Fig. 1: congestion heat map
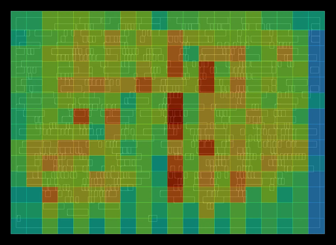
Fig. 2: where the registers sit
Bar = 50 µm. Other sequential cells in the stronger grey, the rest of the logic in the fainter grey.
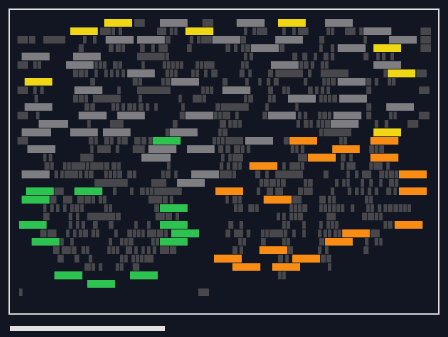
Fig. 3: wiring by layer
Only two layers are drawn.
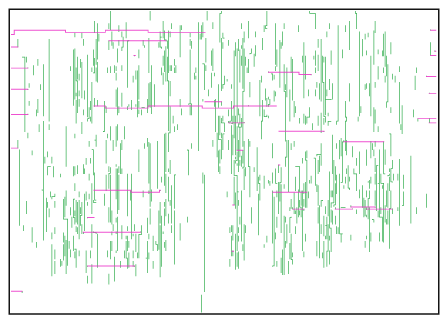
Fig. 4: met1 routing
Bar = 50 µm. Supply wires on this layer in grey. Cells faint in the background.
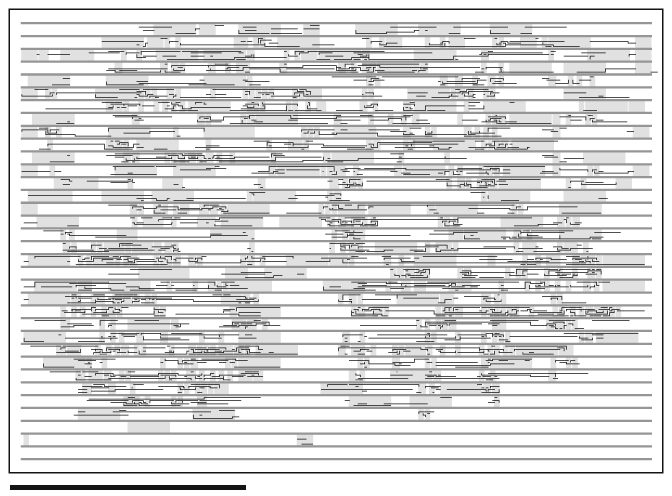
Fig. 5: I/O nets highlighted
Bar = 50 µm.
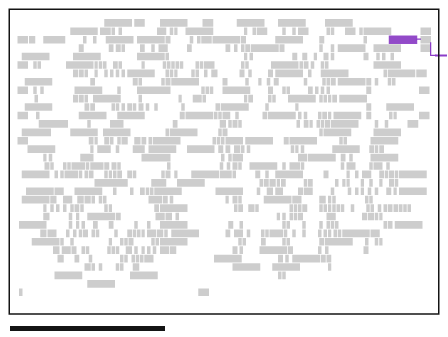
<file path="config.mk">
export PLATFORM = sky130hd
export DESIGN_NAME = sensor_frame_rx
export DESIGN_NICKNAME = d
export VERILOG_FILES = /design/src/rtl/sensor_frame_rx_pkg.sv /design/src/rtl/uart_byte_rx.sv /design/src/rtl/sensor_frame_rx.sv
export SDC_FILE = /design/constraint.sdc
export NUM_CORES = 1
export LEC_CHECK = 0
export ABC_AREA = 1
export CORE_ASPECT_RATIO = 0.7
export CORE_MARGIN = 2
export CORE_UTILIZATION = 35
export CTS_CLUSTER_DIAMETER = 200
export DETAILED_ROUTE_END_ITERATION = 16
export GPL_TIMING_DRIVEN = 0
export HOLD_SLACK_MARGIN = 0.05
export PLACE_DENSITY_LB_ADDON = 0.08
export REMOVE_ABC_BUFFERS = 1
export SETUP_SLACK_MARGIN = 0.1
export SKIP_LAST_GASP = 1
export SYNTH_ARGS = -nofsm -noshare
export SYNTH_HDL_FRONTEND = slang
export SYNTH_SLANG_ARGS = --single-unit
</file>
<file path="constraint.sdc">
create_clock -name clk -period 5.6 [get_ports clk]
set_clock_uncertainty 0.1 [all_clocks]
set_input_delay 0.56 -clock clk [delete_from_list [all_inputs] [get_ports clk]]
set_output_delay 0.56 -clock clk [all_outputs]
set_load 0.01 [all_outputs]
</file>
<file path="src/rtl/sensor_frame_rx_pkg.sv">
// sensor_frame_rx_pkg: shared constants for the sensor status link.
// The transmit side uses the same header, checksum key and status bit indices.
// Contents:
//   HDR, SUM_KEY                       frame header byte and checksum key
//   KEY_LSB, CO_BIT, VIB_BIT, FAN_BIT  bit positions inside the status byte
//   PsHunt .. PsSum                    frame parser state encoding
//   frame_sum()                        checksum of a status/seq pair
package sensor_frame_rx_pkg;

  localparam logic [7:0] HDR     = 8'hA5;
  localparam logic [7:0] SUM_KEY = 8'h5A;

  localparam int unsigned KEY_LSB = 0;
  localparam int unsigned CO_BIT  = 4;
  localparam int unsigned VIB_BIT = 5;
  localparam int unsigned FAN_BIT = 6;

  localparam logic [1:0] PsHunt = 2'd0;
  localparam logic [1:0] PsStat = 2'd1;
  localparam logic [1:0] PsSeq  = 2'd2;
  localparam logic [1:0] PsSum  = 2'd3;

  function automatic logic [7:0] frame_sum(input logic [7:0] status, input logic [7:0] seq_byte);
    return status ^ seq_byte ^ SUM_KEY;
  endfunction

endpackage

</file>
<file path="src/rtl/uart_byte_rx.sv">
// uart_byte_rx: 8N1 UART byte receiver with input synchroniser.
// Parameters: CLK_FREQ (Hz), BAUD (bit/s); one bit lasts CLK_FREQ/BAUD cycles.
// Ports:
//   clk_i       system clock
//   rst_i       asynchronous active-high reset
//   rx_i        asynchronous serial line, idle high
//   byte_vld_o  1-cycle pulse, byte_o holds a byte with a good stop bit
//   byte_o      last received byte (LSB received first)
//   frm_err_o   1-cycle pulse, stop bit sampled low and byte discarded
module uart_byte_rx #(
  parameter int unsigned CLK_FREQ = 50_000_000,
  parameter int unsigned BAUD     = 9600
) (
  input  logic       clk_i,
  input  logic       rst_i,
  input  logic       rx_i,
  output logic       byte_vld_o,
  output logic [7:0] byte_o,
  output logic       frm_err_o
);

  localparam int unsigned BitCyc  = CLK_FREQ / BAUD;
  localparam int unsigned HalfCyc = BitCyc / 2;
  localparam int unsigned CntW    = $clog2(BitCyc + 1);

  localparam logic [CntW-1:0] BitLast  = CntW'(BitCyc - 1);
  localparam logic [CntW-1:0] HalfLast = CntW'(HalfCyc - 1);

  localparam logic [1:0] RsIdle  = 2'd0;
  localparam logic [1:0] RsStart = 2'd1;
  localparam logic [1:0] RsData  = 2'd2;
  localparam logic [1:0] RsStop  = 2'd3;

  logic            rx_meta_q, rx_sync_q, rx_prev_q;
  logic [1:0]      st_q, st_d;
  logic [CntW-1:0] cnt_q, cnt_d;
  logic [2:0]      bit_q, bit_d;
  logic [7:0]      shift_q, shift_d;
  logic            vld_q, vld_d;
  logic            ferr_q, ferr_d;

  // Synchroniser flops reset high so reset release never looks like a start edge.
  always_ff @(posedge clk_i or posedge rst_i) begin
    if (rst_i) begin
      rx_meta_q <= 1'b1;
      rx_sync_q <= 1'b1;
      rx_prev_q <= 1'b1;
    end else begin
      rx_meta_q <= rx_i;
      rx_sync_q <= rx_meta_q;
      rx_prev_q <= rx_sync_q;
    end
  end

  always_comb begin
    st_d    = st_q;
    cnt_d   = cnt_q;
    bit_d   = bit_q;
    shift_d = shift_q;
    vld_d   = 1'b0;
    ferr_d  = 1'b0;
    case (st_q)
      RsIdle: begin
        if (rx_prev_q && !rx_sync_q) begin
          st_d  = RsStart;
          cnt_d = '0;
        end
      end
      RsStart: begin
        if (cnt_q == HalfLast) begin
          cnt_d = '0;
          bit_d = '0;
          // Line back high at mid start bit: a glitch, not a start bit.
          st_d  = rx_sync_q ? RsIdle : RsData;
        end else begin
          cnt_d = cnt_q + CntW'(1);
        end
      end
      RsData: begin
        if (cnt_q == BitLast) begin
          cnt_d   = '0;
          shift_d = {rx_sync_q, shift_q[7:1]};
          bit_d   = bit_q + 3'd1;
          if (bit_q == 3'd7) st_d = RsStop;
        end else begin
          cnt_d = cnt_q + CntW'(1);
        end
      end
      RsStop: begin
        if (cnt_q == BitLast) begin
          cnt_d  = '0;
          st_d   = RsIdle;
          vld_d  = rx_sync_q;
          ferr_d = !rx_sync_q;
        end else begin
          cnt_d = cnt_q + CntW'(1);
        end
      end
      default: st_d = RsIdle;
    endcase
  end

  always_ff @(posedge clk_i or posedge rst_i) begin
    if (rst_i) begin
      st_q    <= RsIdle;
      cnt_q   <= '0;
      bit_q   <= '0;
      shift_q <= '0;
      vld_q   <= 1'b0;
      ferr_q  <= 1'b0;
    end else begin
      st_q    <= st_d;
      cnt_q   <= cnt_d;
      bit_q   <= bit_d;
      shift_q <= shift_d;
      vld_q   <= vld_d;
      ferr_q  <= ferr_d;
    end
  end

  assign byte_vld_o = vld_q;
  assign byte_o     = shift_q;
  assign frm_err_o  = ferr_q;

endmodule

</file>
<file path="src/rtl/sensor_frame_rx.sv">
// sensor_frame_rx: decoder for the 4-byte sensor status frame carried over an 8N1 UART link.
// Frame: A5, status (bit7 = 0), seq, status ^ seq ^ 5A.
// Parameters: CLK_FREQ (Hz), BAUD (bit/s), TIMEOUT_BITS (inter-byte gap aborting a frame).
// Build option: define SEQ_CHECK_EN to drop duplicate frames and flag sequence gaps;
// without it every valid frame updates the outputs and seq_gap is tied low.
// Ports:
//   clk, rst (async, active high), data_rx (async serial line, idle high)
//   key_state, co_alarm, vib_alarm, fan_on, seq  status of the last accepted frame
//   frame_valid  1-cycle pulse when the status outputs update
//   sum_err      1-cycle pulse on checksum mismatch
//   frm_err      1-cycle pulse on a UART stop-bit error
//   seq_gap      1-cycle pulse with frame_valid when seq skipped (SEQ_CHECK_EN only)
module sensor_frame_rx
  import sensor_frame_rx_pkg::*;
#(
  parameter int unsigned CLK_FREQ     = 50_000_000,
  parameter int unsigned BAUD         = 9600,
  parameter int unsigned TIMEOUT_BITS = 30
) (
  input  logic       clk,
  input  logic       rst,
  input  logic       data_rx,
  output logic [3:0] key_state,
  output logic       co_alarm,
  output logic       vib_alarm,
  output logic       fan_on,
  output logic [7:0] seq,
  output logic       frame_valid,
  output logic       sum_err,
  output logic       frm_err,
  output logic       seq_gap
);

  localparam int unsigned BitCyc = CLK_FREQ / BAUD;
  localparam int unsigned ToCyc  = TIMEOUT_BITS * BitCyc;
  localparam int unsigned ToW    = $clog2(ToCyc + 1);
  localparam logic [ToW-1:0] ToLoad = ToW'(ToCyc - 1);

  logic       rx_vld, rx_ferr;
  logic [7:0] rx_byte;

  uart_byte_rx #(
    .CLK_FREQ(CLK_FREQ),
    .BAUD    (BAUD)
  ) u_byte_rx (
    .clk_i     (clk),
    .rst_i     (rst),
    .rx_i      (data_rx),
    .byte_vld_o(rx_vld),
    .byte_o    (rx_byte),
    .frm_err_o (rx_ferr)
  );

  logic [1:0]     ps_q, ps_d;
  logic [6:0]     rx_stat_q, rx_stat_d;
  logic [7:0]     rx_seq_q, rx_seq_d;
  logic [ToW-1:0] to_q, to_d;
  logic [6:0]     stat_q, stat_d;
  logic [7:0]     seq_q, seq_d;
  logic           fv_q, fv_d;
  logic           se_q, se_d;
  logic           sum_hit;  // checksum byte completes a well-formed frame
  logic           take;     // that frame updates the outputs

  assign sum_hit = rx_vld && (ps_q == PsSum) &&
                   (rx_byte == frame_sum({1'b0, rx_stat_q}, rx_seq_q));

`ifdef SEQ_CHECK_EN
  logic have_prev_q;
  logic gap_q;

  // A repeated seq is a radio retransmit of the frame already shown.
  assign take = sum_hit && !(have_prev_q && (rx_seq_q == seq_q));

  always_ff @(posedge clk or posedge rst) begin
    if (rst) begin
      have_prev_q <= 1'b0;
      gap_q       <= 1'b0;
    end else begin
      have_prev_q <= have_prev_q | take;
      gap_q       <= take && have_prev_q && (rx_seq_q != seq_q + 8'd1);
    end
  end

  assign seq_gap = gap_q;
`else
  assign take    = sum_hit;
  assign seq_gap = 1'b0;
`endif

  always_comb begin
    ps_d      = ps_q;
    rx_stat_d = rx_stat_q;
    rx_seq_d  = rx_seq_q;
    to_d      = to_q;
    stat_d    = stat_q;
    seq_d     = seq_q;
    fv_d      = 1'b0;
    se_d      = 1'b0;
    if (rx_ferr) begin
      ps_d = PsHunt;
    end else if (rx_vld) begin
      to_d = ToLoad;
      case (ps_q)
        PsHunt: if (rx_byte == HDR) ps_d = PsStat;
        PsStat: begin
          if (!rx_byte[7]) begin
            rx_stat_d = rx_byte[6:0];
            ps_d      = PsSeq;
          end else if (rx_byte != HDR) begin
            ps_d = PsHunt;
          end
        end
        PsSeq: begin
          rx_seq_d = rx_byte;
          ps_d     = PsSum;
        end
        PsSum: begin
          ps_d = PsHunt;
          se_d = !sum_hit;
          if (take) begin
            stat_d = rx_stat_q;
            seq_d  = rx_seq_q;
            fv_d   = 1'b1;
          end
        end
        default: ps_d = PsHunt;
      endcase
    end else if (ps_q != PsHunt) begin
      if (to_q == '0) begin
        ps_d = PsHunt;
      end else begin
        to_d = to_q - ToW'(1);
      end
    end
  end

  always_ff @(posedge clk or posedge rst) begin
    if (rst) begin
      ps_q      <= PsHunt;
      rx_stat_q <= '0;
      rx_seq_q  <= '0;
      to_q      <= '0;
      stat_q    <= '0;
      seq_q     <= '0;
      fv_q      <= 1'b0;
      se_q      <= 1'b0;
    end else begin
      ps_q      <= ps_d;
      rx_stat_q <= rx_stat_d;
      rx_seq_q  <= rx_seq_d;
      to_q      <= to_d;
      stat_q    <= stat_d;
      seq_q     <= seq_d;
      fv_q      <= fv_d;
      se_q      <= se_d;
    end
  end

  assign key_state   = stat_q[KEY_LSB +: 4];
  assign co_alarm    = stat_q[CO_BIT];
  assign vib_alarm   = stat_q[VIB_BIT];
  assign fan_on      = stat_q[FAN_BIT];
  assign seq         = seq_q;
  assign frame_valid = fv_q;
  assign sum_err     = se_q;
  assign frm_err     = rx_ferr;

endmodule

</file>
==> run summary <==
fresh numbers from the pnr run: Seq/Total Area, Yosys 0.471, Worst-Skew Late Latency 340 ps, logic share of the area 0.396, yosys warns 0, die area 0.0136 mm², NonClk Buf Share 0.0435, result of the run finished, final reports clean, Worst Path Buf+Inv 2, GRT met3 Usage 0.0368, Core Rows 34, WS Path Type reg2reg, nonclk inv count 63, post-synthesis async set-or-reset flop share 1.00, CP delay by family, top simple AND/OR/NAND/NOR gates, clock buffer count from CTS 9, Critical Path Sink Type register, CTS max path bufs 2, Worst-Margin Slew 758 ps, WP data arrival 2820 ps, Chip Area, Yosys 0.00442 mm², Die Ht 98 µm, vias in the first global route 3490, Max-cap violations 0, largest net degree at the start of global routing 43, Hold Violations, Final 0, number of logic gates 425, wl on met1 5.38 mm, post-route setup slack 2910 ps, Pins Over Slew Limit 0, busiest grt layer met1, top cells by area, synth dfrtp_1, nand2_1, nand3_1, Net count, final 614, Unique cell types 28, placed cells 754, area growth from synthesis to layout 14.7%, crit path time final 2690 ps, main flop type dfrtp_1, nonclk buf count 21, final setup fails 0, post-synthesis cell count 585, post-layout period usage 0.481
-- Fig. 1 (at the start) --
Layout Utilization: 0.409
GRT Util Overall: 0.155

-- Fig. 2 (at the start) --
green -> u_byte_rx.cnt_q  # flops 13
orange -> to_q  # flops 18
yellow -> seq  # flops 8
Reg area: 0.00208 mm²
sequential share of cell area: 0.411
Power Sequential: 643 µW

-- Fig. 3 (at the start) --
green -> met2  # wire length 3950 µm
magenta -> met3  # wire length 335 µm
vias: 3612
Avg WL per Cell: 12.7 µm
drt total wl: 9.79 mm

-- Fig. 4 (at the start) --
nets with wire on the layer = 570
wire length on this layer = 5380 µm
main direction = horizontal
met1 usage in global routing: 0.236

-- Fig. 5 (at the start) --
purple -> frame_valid  # bits 1, direction output, end cells 1, wire 7.60 µm
IO Port Bufs: 20
num ports: 22

-- registers in the layout, indices dropped and copies added, names as in the netlist, 2 cells and up, named ones only --
name and cells:
to_q 18, u_byte_rx.cnt_q 13, rx_seq_q 8, seq 8, u_byte_rx.byte_o 8, rx_stat_q 7
stat_q 7, u_byte_rx.bit_q 3, ps_q 2
-- worst register-to-register path: cells and delay by family (launching register included) --
family | cells | cell delay (ps)
buf+inv | 2 | 390
flops | 1 | 620
simple gates | 5 | 1480
-- path summary, 6_finish.rpt --
| path | from | end | slack [ps] | cells after the start |
|---|---|---|---|---|
| setup / recovery | u_byte_rx.byte_vld_o$_DFF_PP0_ | stat_q[1]$_DFFE_PP0P_ | 2910 | 7 |
| hold / removal | u_byte_rx.rx_meta_q$_DFF_PP1_ | u_byte_rx.rx_sync_q$_DFF_PP1_ | 260 | 0 |
| setup reg to reg | u_byte_rx.byte_vld_o$_DFF_PP0_ | stat_q[1]$_DFFE_PP0P_ | 2910 | 7 |
| hold reg to reg | u_byte_rx.rx_meta_q$_DFF_PP1_ | u_byte_rx.rx_sync_q$_DFF_PP1_ | 260 | 0 |
| max in group asynchronous | rst | stat_q[0]$_DFFE_PP0P_ | 4250 | 3 |
| min in group asynchronous | rst | stat_q[4]$_DFFE_PP0P_ | 530 | 2 |
-- logic make-up after synthesis --
family / Yosys count / share of synthesized area
other: 1 / 0.000849
adders and majority gates: 8 / 0.0227
DFF: 83 / 0.471
xor gates and xnor gates: 20 / 0.0396
AOI/OAI and AO/OA: 54 / 0.0646
buffers and inverters: 77 / 0.0753
and+or+nand+nor: 342 / 0.326
-- report_power, final --
group          internal (mW)  switching [mW]
clock                  0.401           0.244
sequential             0.621          0.0217
combinational         0.0554           0.133
Power and IR drop assume default switching activity.
